Fig. 1: run 1, wires at chosen ports, followed through buffers
Bar = 20 um.
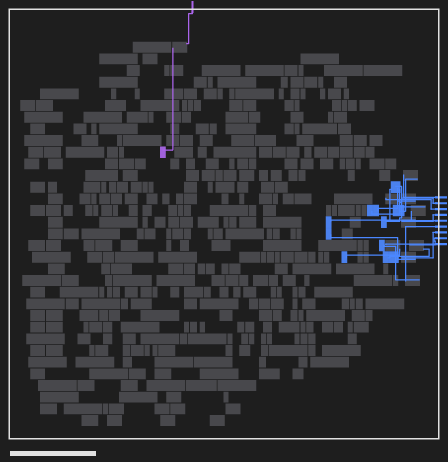
Fig. 2: run 1, close-up of the layout
Bar = 10 um. Window x 12 to 37, y 12 to 37 um. Cells in grey, sequential cells in the stronger grey; small squares are vias.
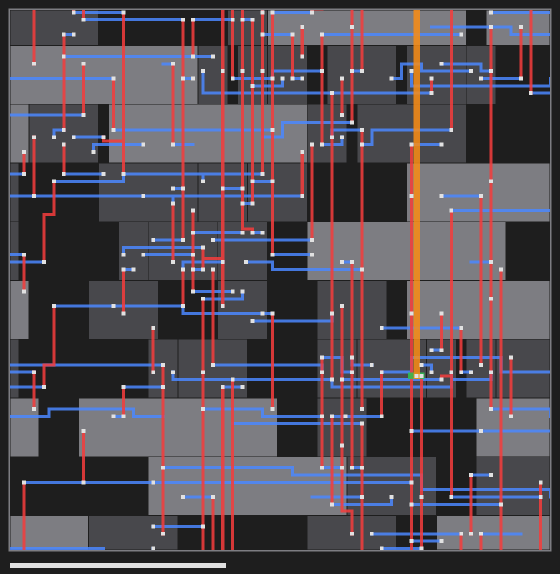
Fig. 3: run 1, where the registers sit
Bar = 20 um. Other sequential cells in the stronger grey, the rest of the logic in the fainter grey.
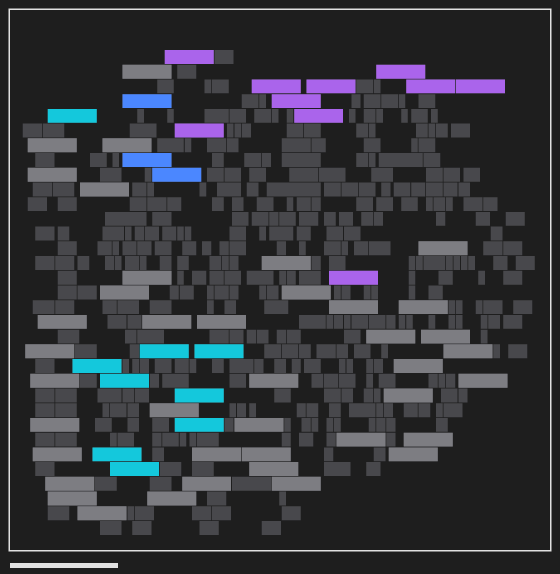
Fig. 4: run 1, routing congestion
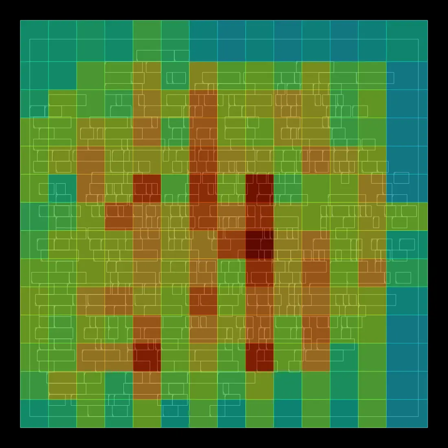
**config.mk**
```make
export PLATFORM = sky130hd
export DESIGN_NAME = trace_capture
export DESIGN_NICKNAME = d
export VERILOG_FILES = /design/src/rtl/trace_capture.sv
export SDC_FILE = /design/constraint.sdc
export NUM_CORES = 1
export LEC_CHECK = 0
export CORE_MARGIN = 2
export CORE_UTILIZATION = 40
export CTS_CLUSTER_DIAMETER = 60
export CTS_CLUSTER_SIZE = 20
export DETAILED_ROUTE_END_ITERATION = 7
export PLACE_DENSITY = 0.65
export REMOVE_ABC_BUFFERS = 1
export SKIP_LAST_GASP = 1
export SYNTH_ARGS = -nofsm -noshare
export SYNTH_HDL_FRONTEND = slang
export SYNTH_SLANG_ARGS = --single-unit
```
**constraint.sdc**
```tcl
create_clock -name clk -period 3.2 [get_ports clk]
set_input_delay 0.8 -clock clk [delete_from_list [all_inputs] [get_ports clk]]
set_output_delay 0.8 -clock clk [all_outputs]
set_load 0.005 [all_outputs]
```
**src/rtl/trace_capture.sv**
```systemverilog
// trace_capture: write side of the trace RAM.
// Streams qualified samples into a circular DEPTH-deep buffer. It arms once
// DEPTH - tpos_q samples of pre-trigger history exist, then stops after
// tpos_q post-trigger samples. The last address written is published as
// trace_end. The dump engine reads from trace_end+1 around the ring.
//
// Ports:
//   clk, rst      clock; asynchronous active-high reset
//   cap_start     pulse: begin a new capture (ignored while dump_busy)
//   cap_abort     pulse: abandon the capture in progress (wins over cap_start)
//   dump_busy     dump engine active
//   smpl          sample strobe; one RAM write per strobe while capturing
//   trig          qualified trigger; only its first high cycle counts
//   trig_pos      post-trigger sample count, latched at start (0 acts as 1)
//   we            RAM write mode (PRE/ARMED/POST)
//   cap_en        RAM enable, one-cycle pulse per write
//   cap_addr      RAM write address, held between writes
//   trace_end     last address written by the most recent completed capture
//   armed         high in ARMED
//   triggered     high in POST and DONE
//   capture_done  level, set on completion, cleared by an accepted cap_start
module trace_capture #(
  parameter int DEPTH = 512,
  parameter int AW    = 9
) (
  input  logic          clk,
  input  logic          rst,
  input  logic          cap_start,
  input  logic          cap_abort,
  input  logic          dump_busy,
  input  logic          smpl,
  input  logic          trig,
  input  logic [AW-1:0] trig_pos,
  output logic          we,
  output logic          cap_en,
  output logic [AW-1:0] cap_addr,
  output logic [AW-1:0] trace_end,
  output logic          armed,
  output logic          triggered,
  output logic          capture_done
);

  localparam logic [AW:0] DEPTH_W = (AW+1)'(DEPTH);
  localparam logic [AW:0] ONE_W   = (AW+1)'(1);

  typedef enum logic [2:0] {
    S_IDLE,
    S_PRE,
    S_ARMED,
    S_POST,
    S_DONE
  } state_t;

  state_t        state, state_nx;
  logic [AW-1:0] wr_ptr;
  logic [AW-1:0] tpos_q;
  logic [AW:0]   pre_cnt;
  logic [AW:0]   post_cnt;
  logic [AW:0]   pre_tgt;
  logic          trig_q;

  logic writing;
  logic start_ok;
  logic abort_ok;
  logic trig_edge;
  logic do_write;
  logic finish;

  assign writing   = (state == S_PRE) || (state == S_ARMED) || (state == S_POST);
  assign abort_ok  = cap_abort && writing;
  // Abort takes priority; a cap_start arriving with any cap_abort is dropped.
  assign start_ok  = cap_start && !dump_busy && !cap_abort;
  // A held trig only counts on its first high cycle.
  assign trig_edge = trig && !trig_q;
  assign do_write  = writing && smpl && !abort_ok && !start_ok;
  assign pre_tgt   = DEPTH_W - {1'b0, tpos_q};

  // Completing write: either the trigger sample itself when only one post
  // sample is wanted, or the POST write that reaches tpos_q.
  always_comb begin
    finish = 1'b0;
    if (do_write) begin
      unique case (state)
        S_ARMED: finish = trig_edge && ({1'b0, tpos_q} == ONE_W);
        S_POST:  finish = (post_cnt + ONE_W) == {1'b0, tpos_q};
        default: finish = 1'b0;
      endcase
    end
  end

  // State register
  always_ff @(posedge clk or posedge rst) begin
    if (rst) state <= S_IDLE;
    else     state <= state_nx;
  end

  // Next-state logic
  always_comb begin
    state_nx = state;
    if (abort_ok) begin
      state_nx = S_IDLE;
    end else if (start_ok) begin
      state_nx = S_PRE;
    end else begin
      unique case (state)
        S_PRE:   if (do_write && (pre_cnt + ONE_W) == pre_tgt) state_nx = S_ARMED;
        S_ARMED: if (trig_edge) state_nx = finish ? S_DONE : S_POST;
        S_POST:  if (finish) state_nx = S_DONE;
        default: state_nx = state;
      endcase
    end
  end

  // State-decoded outputs
  always_comb begin
    we        = writing;
    armed     = (state == S_ARMED);
    triggered = (state == S_POST) || (state == S_DONE);
  end

  // Datapath: pointers, counters and registered RAM interface
  always_ff @(posedge clk or posedge rst) begin
    if (rst) begin
      wr_ptr       <= '0;
      tpos_q       <= '0;
      pre_cnt      <= '0;
      post_cnt     <= '0;
      trig_q       <= 1'b0;
      cap_en       <= 1'b0;
      cap_addr     <= '0;
      trace_end    <= '0;
      capture_done <= 1'b0;
    end else begin
      trig_q <= trig;
      cap_en <= do_write;
      if (start_ok) begin
        wr_ptr       <= '0;
        pre_cnt      <= '0;
        post_cnt     <= '0;
        capture_done <= 1'b0;
        tpos_q       <= (trig_pos == '0) ? AW'(1) : trig_pos;
      end else begin
        if (do_write) begin
          cap_addr <= wr_ptr;
          wr_ptr   <= wr_ptr + AW'(1);
        end
        unique case (state)
          S_PRE:   if (do_write && pre_cnt != pre_tgt) pre_cnt <= pre_cnt + ONE_W;
          S_ARMED: if (trig_edge) post_cnt <= do_write ? ONE_W : '0;
          S_POST:  if (do_write) post_cnt <= post_cnt + ONE_W;
          default: ;
        endcase
        if (finish) begin
          trace_end    <= wr_ptr;
          capture_done <= 1'b1;
        end
      end
    end
  end

endmodule

```
==> flow_summary.ini, run 1 <==
; flow metrics
[finish]
insertedDiodeCount = 0
final_cell_mix = dfrtp_1 (62), nand2_1 (50), clkdlybuf4s50_1 (38)
nNetsFinal = 445
drive_above_1_share_pct = 14.9
num-fill-cells = 803
design_area_um2 = 4400
mostFrequentLayoutCell = dfrtp_1
finish.utilization_pct = 49.9
synthToLayoutAreaGrowth_pct = 19.8

[critical_path]
regToRegEndpoint = state[0]$_DFFE_PP0P_
r2r-start = tpos_q[2]$_DFFE_PP0P_
critPathTopFamily = simple AND/OR/NAND/NOR gates
arrival_ns = 3.09
cp_slowest_cell = or4_1
r2r_cells = 7
r2r_slack_ns = 0.34
worstSetupPathType = reg -> reg
cp-start-kind = register
cpPeakStageDelay_ns = 0.60
crit_fanout = 12
endpoint_kind = register
crit_buf_inv = 0
cp.required_ns = 3.43
critical_path_cell_count = 7
path_cells = or4_1, or4b_1, o211ai_1, o221ai_1, nor4_2, a211oi_1, a311o_1

[logic_synthesis]
edf_count = 0
compound_area_share_pct = 12.7
syn_area_per_cell_um2 = 9.64
syn-cell-area_um2 = 3670
ys_async_sr_fraction_pct = 100
mux_share_pct = 7.19
fa_ha_area_share_pct = 1.70
ys_seq_share_pct = 42.3
ys_types = 56
synth_top_flop_cell = dfrtp_1
logic_family = simple AND/OR/NAND/NOR gates
synth_chip_area_um2 = 3670
simple_gate_share_pct = 22.7
synth_cells = 381
yosys_warnings = 0
ys_cells = 381
synth_flops = 62
xor_share_pct = 10.2

[global_routing]
antenna_found_initial = 0
grt_overflow = 0
first_global_vias = 3028
grtUsageMet3_pct = 3.69
grt_first_pass_wirelength_um = 15000
met1_usage_pct = 27.1
grt_max_degree = 40
track_usage_pct = 18.9
grtUsageMet2_pct = 28.5

[floorplan]
die_width_um = 99.8
design.die.area_um2 = 9960
rows = 34
fp.dieH_um = 99.8
fp-utilization_pct = 41.7
coreArea_um2 = 8810

[drt]
vias = 2935
drc = 0
via_per_inst = 5.47
drt-total-wl_um = 8680
final_antenna_net_count = 0
drt_iter0_markers = 142
dr.pass1.iters = 4

[hold_path]
worstHoldEndpoint = capture_done$_DFFE_PP0P_
hp-start = capture_done$_DFFE_PP0P_
hold_class = reg -> reg
min_path_cells = 2

[pwr]
p_leak_nw = 1.97
max-vdd-ir-drop_v = 0.000269
pwr-share-seq_pct = 45.5
pwr-share-comb_pct = 22.3
netSwitchingFraction_pct = 33.0
internal-power_w = 0.00137
power_density_nw_per_um2 = 467
power_frac_clock_pct = 32.3
p_sw_w = 0.000677

[flow_run]
drv_cap = 0
tool_warnings = 26

[sta]
hold_violations = 0
slew_headroom_pct = 62.6
fmax_ghz = 0.350
slew_violations = 0
finalCritPeriodShare_pct = 89.3
setup_viol = 0
rsz0062_at_grt = false
fin_setup_tns_ns = 0
tightest_slew_ns = 0.556
period_minus_slack_ns = 2.86
skew_ns = 0.00615

[placed_design]
place_area_um2 = 4210
hpwl_um = 6250
gp_routability_congestion = 0.907

[clocking]
clkSinkCount = 62
cts_tree = yes
postCtsSetupBuffers = 0
htreeDepth = 3
insertion_delay_ns = 0.35
post_cts_resized = 0
cts_buffers = 9
hold_buffers = 0
path_clk_slew_ns = 0.08
clockBufferDepth = 2
cts_root_buffer = clkbuf_8

[status]
status = complete, no violations
-- Fig. 1 (at the start) --
port	colour	bits	direction	edge	end cells	buffers	wire
`armed`	purple	1	output	top	1	1	35.1 um
`trig_pos`	blue	9	input	right	11	9	264 um
I/O pin cnt: 39
number of port buffers: 38

-- Fig. 2 (at the start) --
layer	colour
M3	green
M4	orange
M2	red
M1	blue
sequential cells in the window	9
netlist names of flops here include	`wr_ptr` (7)
most frequent	dfrtp_1 (9), mux2_2 (6), nor2_1 (5)
cells with their middle in the window	41

-- Fig. 3 (at the start) --
netlist name	colour	flops
`state`	blue	3
`wr_ptr`	cyan	9
`pre_cnt`	purple	10
not coloured	40
Seq group: 0.000933 W
FF/Latch Area: 1550 um2
sequential cell area share: 35.3%

-- Fig. 4 (at the start) --
Top Usage Layer GRT: met2
drt wl/cell: 16.2 um

## run 1: worst max path at each step
stage | from | slack [ns] | end
after detailed placement | cap_start | 0.22 | state[0]$_DFFE_PP0P_
final | tpos_q[2]$_DFFE_PP0P_ | 0.34 | state[0]$_DFFE_PP0P_
after global routing | tpos_q[0]$_DFFE_PP0P_ | 0.14 | pre_cnt[7]$_DFFE_PP0P_
after global placement | cap_start | 0.31 | trace_end[3]$_DFFE_PP0P_
after CTS | tpos_q[2]$_DFFE_PP0P_ | 0.36 | state[0]$_DFFE_PP0P_
after floorplan | cap_start | 0.26 | post_cnt[9]$_DFFE_PP0P_
## run 1: layer usage
metal	wire, um	up-vias
met5	0	-
met4	148	0
met2	3910	68
met1	4220	1426
met3	391	11
li1	-	1430
## run 1: synthesized netlist by cell type, types with 8 or more instances
library cell / number / area, um2
nand3_1: 9 / 45.0
clkbuf_1: 12 / 45.0
nor2_1: 35 / 131
nand2_1: 50 / 188
nand4_1: 8 / 50.1
xnor2_1: 21 / 184
and3_1: 11 / 68.8
dfrtp_1: 62 / 1550
nor3_1: 9 / 45.0
mux2_2: 19 / 214
o21ai_0: 21 / 105
xor2_1: 19 / 166
## run 1: cell families (layout without fill, tap and decap cells)
| group | Yosys count | in the layout |
|---|---|---|
| fa+ha+maj | 5 | 5 |
| simple gates | 161 | 161 |
| flops | 62 | 62 |
| xor+xnor | 41 | 41 |
| compound gates | 62 | 62 |
| mux | 24 | 24 |
| buf+inv | 26 | 74 |
## run 1: power groups by stage
stage | sequential [W] | combinational, W | clock [W]
3_3_place_gp | 0.000946 | 0.000449 | 0
4_1_cts | 0.000933 | 0.000460 | 0.000683
2_1_floorplan | 0.000929 | 0.000313 | 0
3_5_place_dp | 0.000948 | 0.000455 | 0
5_1_grt | 0.000946 | 0.000507 | 0.000726
6_report | 0.000933 | 0.000457 | 0.000662
## run 1: cell type report
type                            instances  area (um2)  area share [%]
Clock buffer                            9         124            2.82
Clock inverter                          7        62.6            1.42
Inverter                                6        22.5           0.512
Multi-Input combinational cell        293        2000            45.6
Sequential cell                        62        1550            35.3
Tap cell                              108         135            3.07
Timing Repair Buffer                   52         498            11.3
## run 1: state kept, by name, summed over array words and instances, names as in the netlist
name / count
cap_addr: 9
cap_en: 1
capture_done: 1
post_cnt: 10
pre_cnt: 10
state: 3
tpos_q: 9
trace_end: 9
trig_q: 1
wr_ptr: 9
## run 1: worst min-delay path, stage by stage, from the launching register on
cell and delay (ns):
dfrtp_1 0.35, nand2_1 0.05, nand2_1 0.06
## run 1: per-stage QoR
step                      hold WS (ns)  setup WS, ns  cells  power, W
after detailed placement         0.483         0.216    521   0.00140
after global placement           0.475         0.308    521   0.00139
after floorplan                  0.471         0.257    361   0.00124
after global routing             0.514         0.143    537   0.00218
after CTS                        0.502         0.355    537   0.00208
final                            0.493         0.342    537   0.00205
==> inputs of run 2 (changes only) <==
--- a/config.mk
+++ b/config.mk
@@ -12,7 +12,6 @@
 export DETAILED_ROUTE_END_ITERATION = 7
 export PLACE_DENSITY = 0.65
 export REMOVE_ABC_BUFFERS = 1
-export SKIP_LAST_GASP = 1
 export SYNTH_ARGS = -nofsm -noshare
 export SYNTH_HDL_FRONTEND = slang
 export SYNTH_SLANG_ARGS = --single-unit
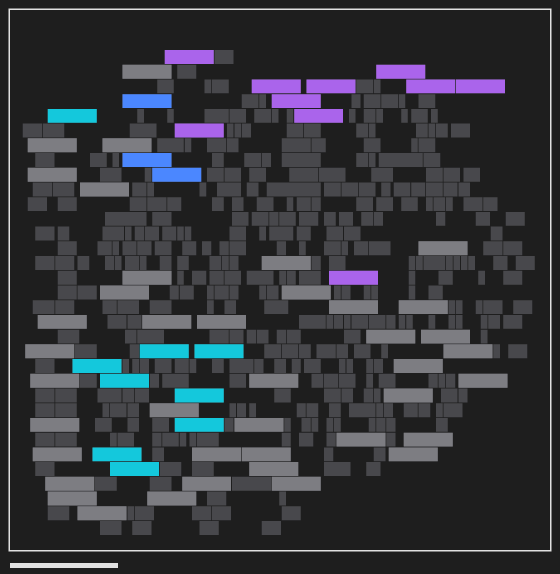
Fig. 5. Where the registers sit (run 2).
Bar = 20 um. Other sequential cells in the stronger grey, the rest of the logic in the fainter grey.
netlist name	colour	flops
`wr_ptr`	cyan	9
`state`	blue	3
`pre_cnt`	purple	10

==> run 2 against run 1 <==
Effect of this change: cell count unchanged; utilization unchanged; sequential share of layout area unchanged; fmax unchanged; worst hold slack unchanged; via count unchanged; clock power about the same; clock skew unchanged; sequential power about the same; die size unchanged; critical endpoint unchanged.
==> flow_summary.ini, run 2 <==
; flow metrics
[clocking]
cts_root_buffer = clkbuf_8
cts_buffers = 9
insertion_delay_ns = 0.35
cts_tree = yes
postCtsSetupBuffers = 0
path_clk_slew_ns = 0.08
htreeDepth = 3
post_cts_resized = 0
hold_buffers = 0
clkSinkCount = 62
clockBufferDepth = 2

[finish]
final_cell_mix = dfrtp_1 (62), nand2_1 (50), clkdlybuf4s50_1 (38)
mostFrequentLayoutCell = dfrtp_1
insertedDiodeCount = 0
synthToLayoutAreaGrowth_pct = 19.8
nNetsFinal = 445
finish.utilization_pct = 49.9
largestRegisters = post_cnt: 10 flops, pre_cnt: 10 flops
drive_above_1_share_pct = 14.9

[critical_path]
endpoint_kind = register
worstSetupPathType = reg -> reg
cp-start-kind = register
cpPeakStageDelay_ns = 0.60
cp_slowest_cell = or4_1
path_cells = or4_1, or4b_1, o211ai_1, o221ai_1, nor4_2, a211oi_1, a311o_1
crit_fanout = 12
arrival_ns = 3.09
cp.required_ns = 3.43
r2r_slack_ns = 0.34

[drt]
vias = 2935
drt-total-wl_um = 8680
final_antenna_net_count = 0
dr.pass1.iters = 4
drc = 0
via_per_inst = 5.47
wl_per_cell_um = 16.2
drt_iter0_markers = 142

[placed_design]
port-buffer-count = 38
hpwl_um = 6250
gp_routability_congestion = 0.907

[sta]
skew_ns = 0.00615
setup_viol = 0
fin_setup_tns_ns = 0
period_minus_slack_ns = 2.86
slew_violations = 0
fmax_ghz = 0.350
slew_headroom_pct = 62.6
tightest_slew_ns = 0.556
rsz0062_at_grt = false
finalCritPeriodShare_pct = 89.3
fin_hold_ws_ns = 0.493
hold_violations = 0

[pwr]
power_density_nw_per_um2 = 467
max-vdd-ir-drop_v = 0.000269
pwr-share-seq_pct = 45.5
netSwitchingFraction_pct = 33.0
p_leak_nw = 1.97
internal-power_w = 0.00137
pwr-share-comb_pct = 22.3
p_sw_w = 0.000677
power_frac_clock_pct = 32.3

[logic_synthesis]
synth_flops = 62
synth_chip_area_um2 = 3670
ys_cells = 381
synth_cells = 381
yosys_warnings = 0
ys_types = 56
ys_async_sr_fraction_pct = 100
edf_count = 0
top_cell = dfrtp_1
topCellsByArea = dfrtp_1 (42%), mux2_2 (5.8%), nand2_1 (5.1%)
ys_seq_share_pct = 42.3
syn-cell-area_um2 = 3670
synth_top_flop_cell = dfrtp_1
yosysTopAreaCellShare_pct = 42.3
top_area_cell = dfrtp_1
netlist_top_cells_count = dfrtp_1 (62), nand2_1 (50), nor2_1 (35), o21ai_0 (21), xnor2_1 (21)
syn_area_per_cell_um2 = 9.64

[floorplan]
fp.dieH_um = 99.8
io_pins = 39
coreArea_um2 = 8810
design.die.area_um2 = 9960
fp-utilization_pct = 41.7
die_width_um = 99.8
rows = 34

[flow_run]
drv_cap = 0
tool_warnings = 26

[global_routing]
grtUsageMet2_pct = 28.5
grt_max_degree = 40
met1_usage_pct = 27.1
grtUsageMet3_pct = 3.69
antenna_found_initial = 0
track_usage_pct = 18.9
top_usage_layer = met2
grt_first_pass_wirelength_um = 15000
grt_overflow = 0
first_global_vias = 3028

[status]
status = complete, no violations

[hold_path]
hold_class = reg -> reg
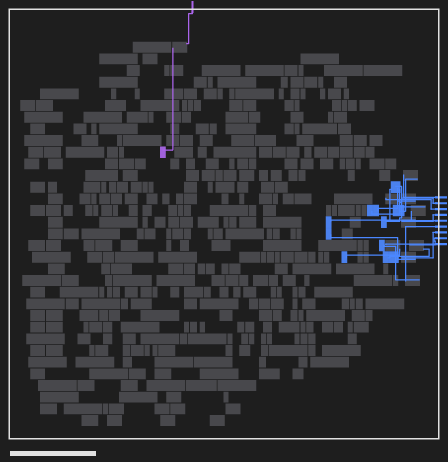
Fig. 6. Wires at chosen ports, followed through buffers (run 2).
Bar = 20 um.
port	colour	bits	direction	edge	end cells	buffers	wire
`trig_pos`	blue	9	input	right	11	9	264 um
`armed`	purple	1	output	top	1	1	35.1 um

run 2: cell counts after synthesis:
Identical to the previous run, type by type.
run 2: final cells by class:
type	count	area, um2
tap	108	135
clock buffer	9	124
clock inverter	7	62.6
inverter	6	22.5
fill	803	4410
sequential	62	1550
multi-input combinational	293	2000
timing repair buffer	52	498
run 2: cell families after synthesis:
group	after synthesis	synth area share (%)
buf+inv	26	3.24
mux	24	7.19
compound gates	62	12.7
fa+ha+maj	5	1.70
xor+xnor	41	10.2
simple gates	161	22.7
flops	62	42.3
run 2: routing by layer:
metal	share of wire [%]	up-vias
li1	-	1430
met1	49	1426
met2	45	68
met3	4.5	11
met4	1.7	0
met5	0	-
run 2: final timing paths:
check | to | start | cells after the start
setup / recovery | state[0]$_DFFE_PP0P_ | tpos_q[2]$_DFFE_PP0P_ | 7
hold / removal | capture_done$_DFFE_PP0P_ | capture_done$_DFFE_PP0P_ | 2
setup reg to reg | state[0]$_DFFE_PP0P_ | tpos_q[2]$_DFFE_PP0P_ | 7
hold reg to reg | capture_done$_DFFE_PP0P_ | capture_done$_DFFE_PP0P_ | 2
max in group asynchronous | pre_cnt[0]$_DFFE_PP0P_ | rst | 3
min in group asynchronous | post_cnt[4]$_DFFE_PP0P_ | rst | 2
run 2: critical path, delay by kind of cell, from the launching register on:
kind,cells,cell delay (ns)
compound gates,4,0.76
flops,1,0.53
simple gates,3,1.44
run 2: per-stage QoR:
| stage | cells | area (um2) | total power, W | setup WS (ns) |
|---|---|---|---|---|
| 6_report | 537 | 4400 | 0.00205 | 0.342 |
| 4_1_cts | 537 | 4400 | 0.00208 | 0.355 |
| 2_1_floorplan | 361 | 3570 | 0.00124 | 0.257 |
| 3_3_place_gp | 521 | 4210 | 0.00139 | 0.308 |
| 5_1_grt | 537 | 4400 | 0.00218 | 0.143 |
| 3_5_place_dp | 521 | 4210 | 0.00140 | 0.216 |
run 2: power groups by stage:
stage / combinational (W) / clock, W / sequential (W)
after floorplan: 0.000313 / 0 / 0.000929
after global placement: 0.000449 / 0 / 0.000946
after detailed placement: 0.000455 / 0 / 0.000948
after CTS: 0.000460 / 0.000683 / 0.000933
after global routing: 0.000507 / 0.000726 / 0.000946
final: 0.000457 / 0.000662 / 0.000933
Fig. 7: run 2, routing congestion
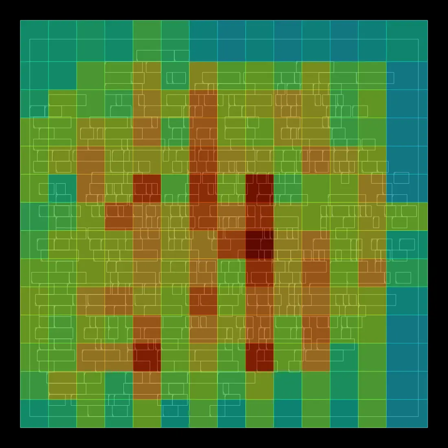

==> inputs of run 3 (changes only) <==
--- a/config.mk
+++ b/config.mk
@@ -5,12 +5,14 @@
 export SDC_FILE = /design/constraint.sdc
 export NUM_CORES = 1
 export LEC_CHECK = 0
+export CELL_PAD_IN_SITES_DETAIL_PLACEMENT = 0
+export CELL_PAD_IN_SITES_GLOBAL_PLACEMENT = 2
 export CORE_MARGIN = 2
-export CORE_UTILIZATION = 40
+export CORE_UTILIZATION = 36
 export CTS_CLUSTER_DIAMETER = 60
 export CTS_CLUSTER_SIZE = 20
 export DETAILED_ROUTE_END_ITERATION = 7
-export PLACE_DENSITY = 0.65
+export PLACE_DENSITY = 0.85
 export REMOVE_ABC_BUFFERS = 1
 export SYNTH_ARGS = -nofsm -noshare
 export SYNTH_HDL_FRONTEND = slang
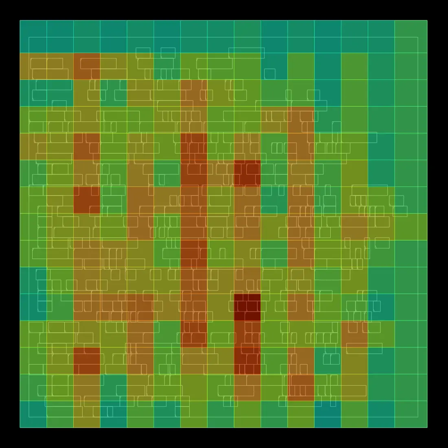
Fig. 8. Routing congestion (run 3).
GRT Total Usage: 17.6%
met2 usage: 27.5%

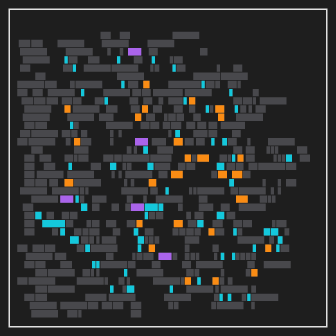
Fig. 9. Selected gate families (run 3).
family	colour	cells	most used
nor cells	cyan	59	nor2_1
fa/ha/maj cells	purple	5	ha_1
and/or cells	orange	26	and3_1
Layout Cells excl Fill: 561
Comb area share: 45.2%
Top cell excl fill/tap: dfrtp_1

==> run 3 against run 2 <==
Effect of this change: non-clock buffer count unchanged; setup slack worse by 0.0071 ns; cell count up 4.5%; critical path type unchanged; register-to-register slack about the same.
==> flow_summary.ini, run 3 <==
; flow metrics
[finish]
largestRegisters = post_cnt: 10 flops, pre_cnt: 10 flops
nNetsFinal = 445
design_area_um2 = 4430
num-fill-cells = 1022
final_cell_mix = dfrtp_1 (62), nand2_1 (50), clkdlybuf4s50_1 (38)
drive_above_1_share_pct = 14.7

[sta]
slew_headroom_pct = 57.4
slew_violations = 0
skew_ns = 0.0142
period_minus_slack_ns = 2.86
tightest_slew_ns = 0.638
rsz0062_at_grt = false
fmax_ghz = 0.349
finalCritPeriodShare_pct = 89.5
hold_violations = 0

[floorplan]
io_pins = 39
coreArea_um2 = 9820
fp-utilization_pct = 37.4
rows = 36
die_width_um = 105
fp.dieH_um = 105

[placed_design]
place_area_um2 = 4240
gp_routability_congestion = 0.897
place_inst = 546
hpwl_um = 6610

[logic_synthesis]
synth_cells = 381
ys_cells = 381
topCellsByArea = dfrtp_1 (42%), mux2_2 (5.8%), nand2_1 (5.1%)
ys_seq_share_pct = 42.3
syn-cell-area_um2 = 3670
xor_share_pct = 10.2
yosysTopAreaCellShare_pct = 42.3
ys_types = 56
fa_ha_area_share_pct = 1.70
top_area_cell = dfrtp_1
syn_area_per_cell_um2 = 9.64
synth_chip_area_um2 = 3670
top_cell = dfrtp_1
edf_count = 0
netlist_top_cells_count = dfrtp_1 (62), nand2_1 (50), nor2_1 (35), o21ai_0 (21), xnor2_1 (21)
simple_gate_share_pct = 22.7
logic_family = simple AND/OR/NAND/NOR gates
mux_share_pct = 7.19

[status]
status = complete, no violations

[clocking]
post_cts_resized = 0
cts_root_buffer = clkbuf_8
cts_buffers = 9
postCtsSetupBuffers = 0
htreeDepth = 3
insertion_delay_ns = 0.34
clkSinkCount = 62
cts_tree = yes

[critical_path]
cp-start-kind = register
crit_fanout = 7
cp.required_ns = 3.42
endpoint_kind = register

[pwr]
power_density_nw_per_um2 = 471
max-vdd-ir-drop_v = 0.000282

[global_routing]
grt_first_pass_wirelength_um = 15700
antenna_found_initial = 0
grt_max_degree = 29
grt_overflow = 0

[drt]
vias = 2931
wl_per_cell_um = 16.3
final_antenna_net_count = 0
drt-total-wl_um = 9130
## run 3: cell counts after synthesis
No cell type changed its count.
## run 3: path summary, 6_finish.rpt
kind,startpoint,to,slack [ns],depth (start not counted)
setup reg to reg,tpos_q[0]$_DFFE_PP0P_,state[0]$_DFFE_PP0P_,0.34,9
hold reg to reg,capture_done$_DFFE_PP0P_,capture_done$_DFFE_PP0P_,0.48,2
hold / removal,capture_done$_DFFE_PP0P_,capture_done$_DFFE_PP0P_,0.48,2
setup / recovery,tpos_q[0]$_DFFE_PP0P_,state[0]$_DFFE_PP0P_,0.34,9
min in group asynchronous,rst,cap_addr[0]$_DFFE_PP0P_,0.86,2
max in group asynchronous,rst,wr_ptr[8]$_DFFE_PP0P_,1.72,3
## run 3: power breakdown
part	leakage (nW)	switching [W]	internal, W
Clock	0.0911	0.000329	0.000354
Sequential	0.841	0.0000844	0.000844
Combinational	1.04	0.000241	0.000235
Total	1.97	0.000654	0.00143
## run 3: kinds of logic after synthesis
logic type,Yosys count
AND-OR/OR-AND,62
XOR/XNOR,41
adder cells (fa/ha/maj),5
buffers and inverters,26
flip-flops,62
multiplexers,24
AND/OR/NAND/NOR,161
## run 3: worst max-delay path, stage by stage (launching register included)
cell,delay (ns)
dfrtp_1,0.48
inv_1,0.11
ha_1,0.24
or3b_1,0.43
nor3_1,0.28
xnor3_1,0.46
o31ai_1,0.13
nor4_2,0.13
a21o_1,0.18
a311o_1,0.30
## run 3: final cells by class
| cell class | count | area [um2] | area share [%] |
|---|---|---|---|
| Clock buffer | 9 | 124 | 2.80 |
| Inverter | 6 | 22.5 | 0.508 |
| Timing Repair Buffer | 52 | 498 | 11.2 |
| Sequential cell | 62 | 1550 | 35.0 |
| Tap cell | 133 | 166 | 3.76 |
| Multi-Input combinational cell | 293 | 2000 | 45.2 |
| Clock inverter | 6 | 63.8 | 1.44 |
## run 3: per-stage QoR
step           power, W  hold WS, ns  util, %  setup WS (ns)
2_1_floorplan   0.00124        0.471        -          0.257
3_3_place_gp    0.00141        0.468     43.2          0.232
3_5_place_dp    0.00142        0.468     43.2          0.235
4_1_cts         0.00211        0.487     45.1          0.348
5_1_grt         0.00221        0.507     45.1          0.134
6_report        0.00209        0.483     45.1          0.335
## run 3: layer usage
layer | vias to the layer above | track usage [%] | routed length (um)
met5 | - | 0 | 0
met4 | 0 | 3.71 | 79
met3 | 8 | 4.24 | 416
met2 | 58 | 27.5 | 4210
met1 | 1431 | 24.9 | 4430
li1 | 1434 | - | -
Power and IR drop assume default switching activity.
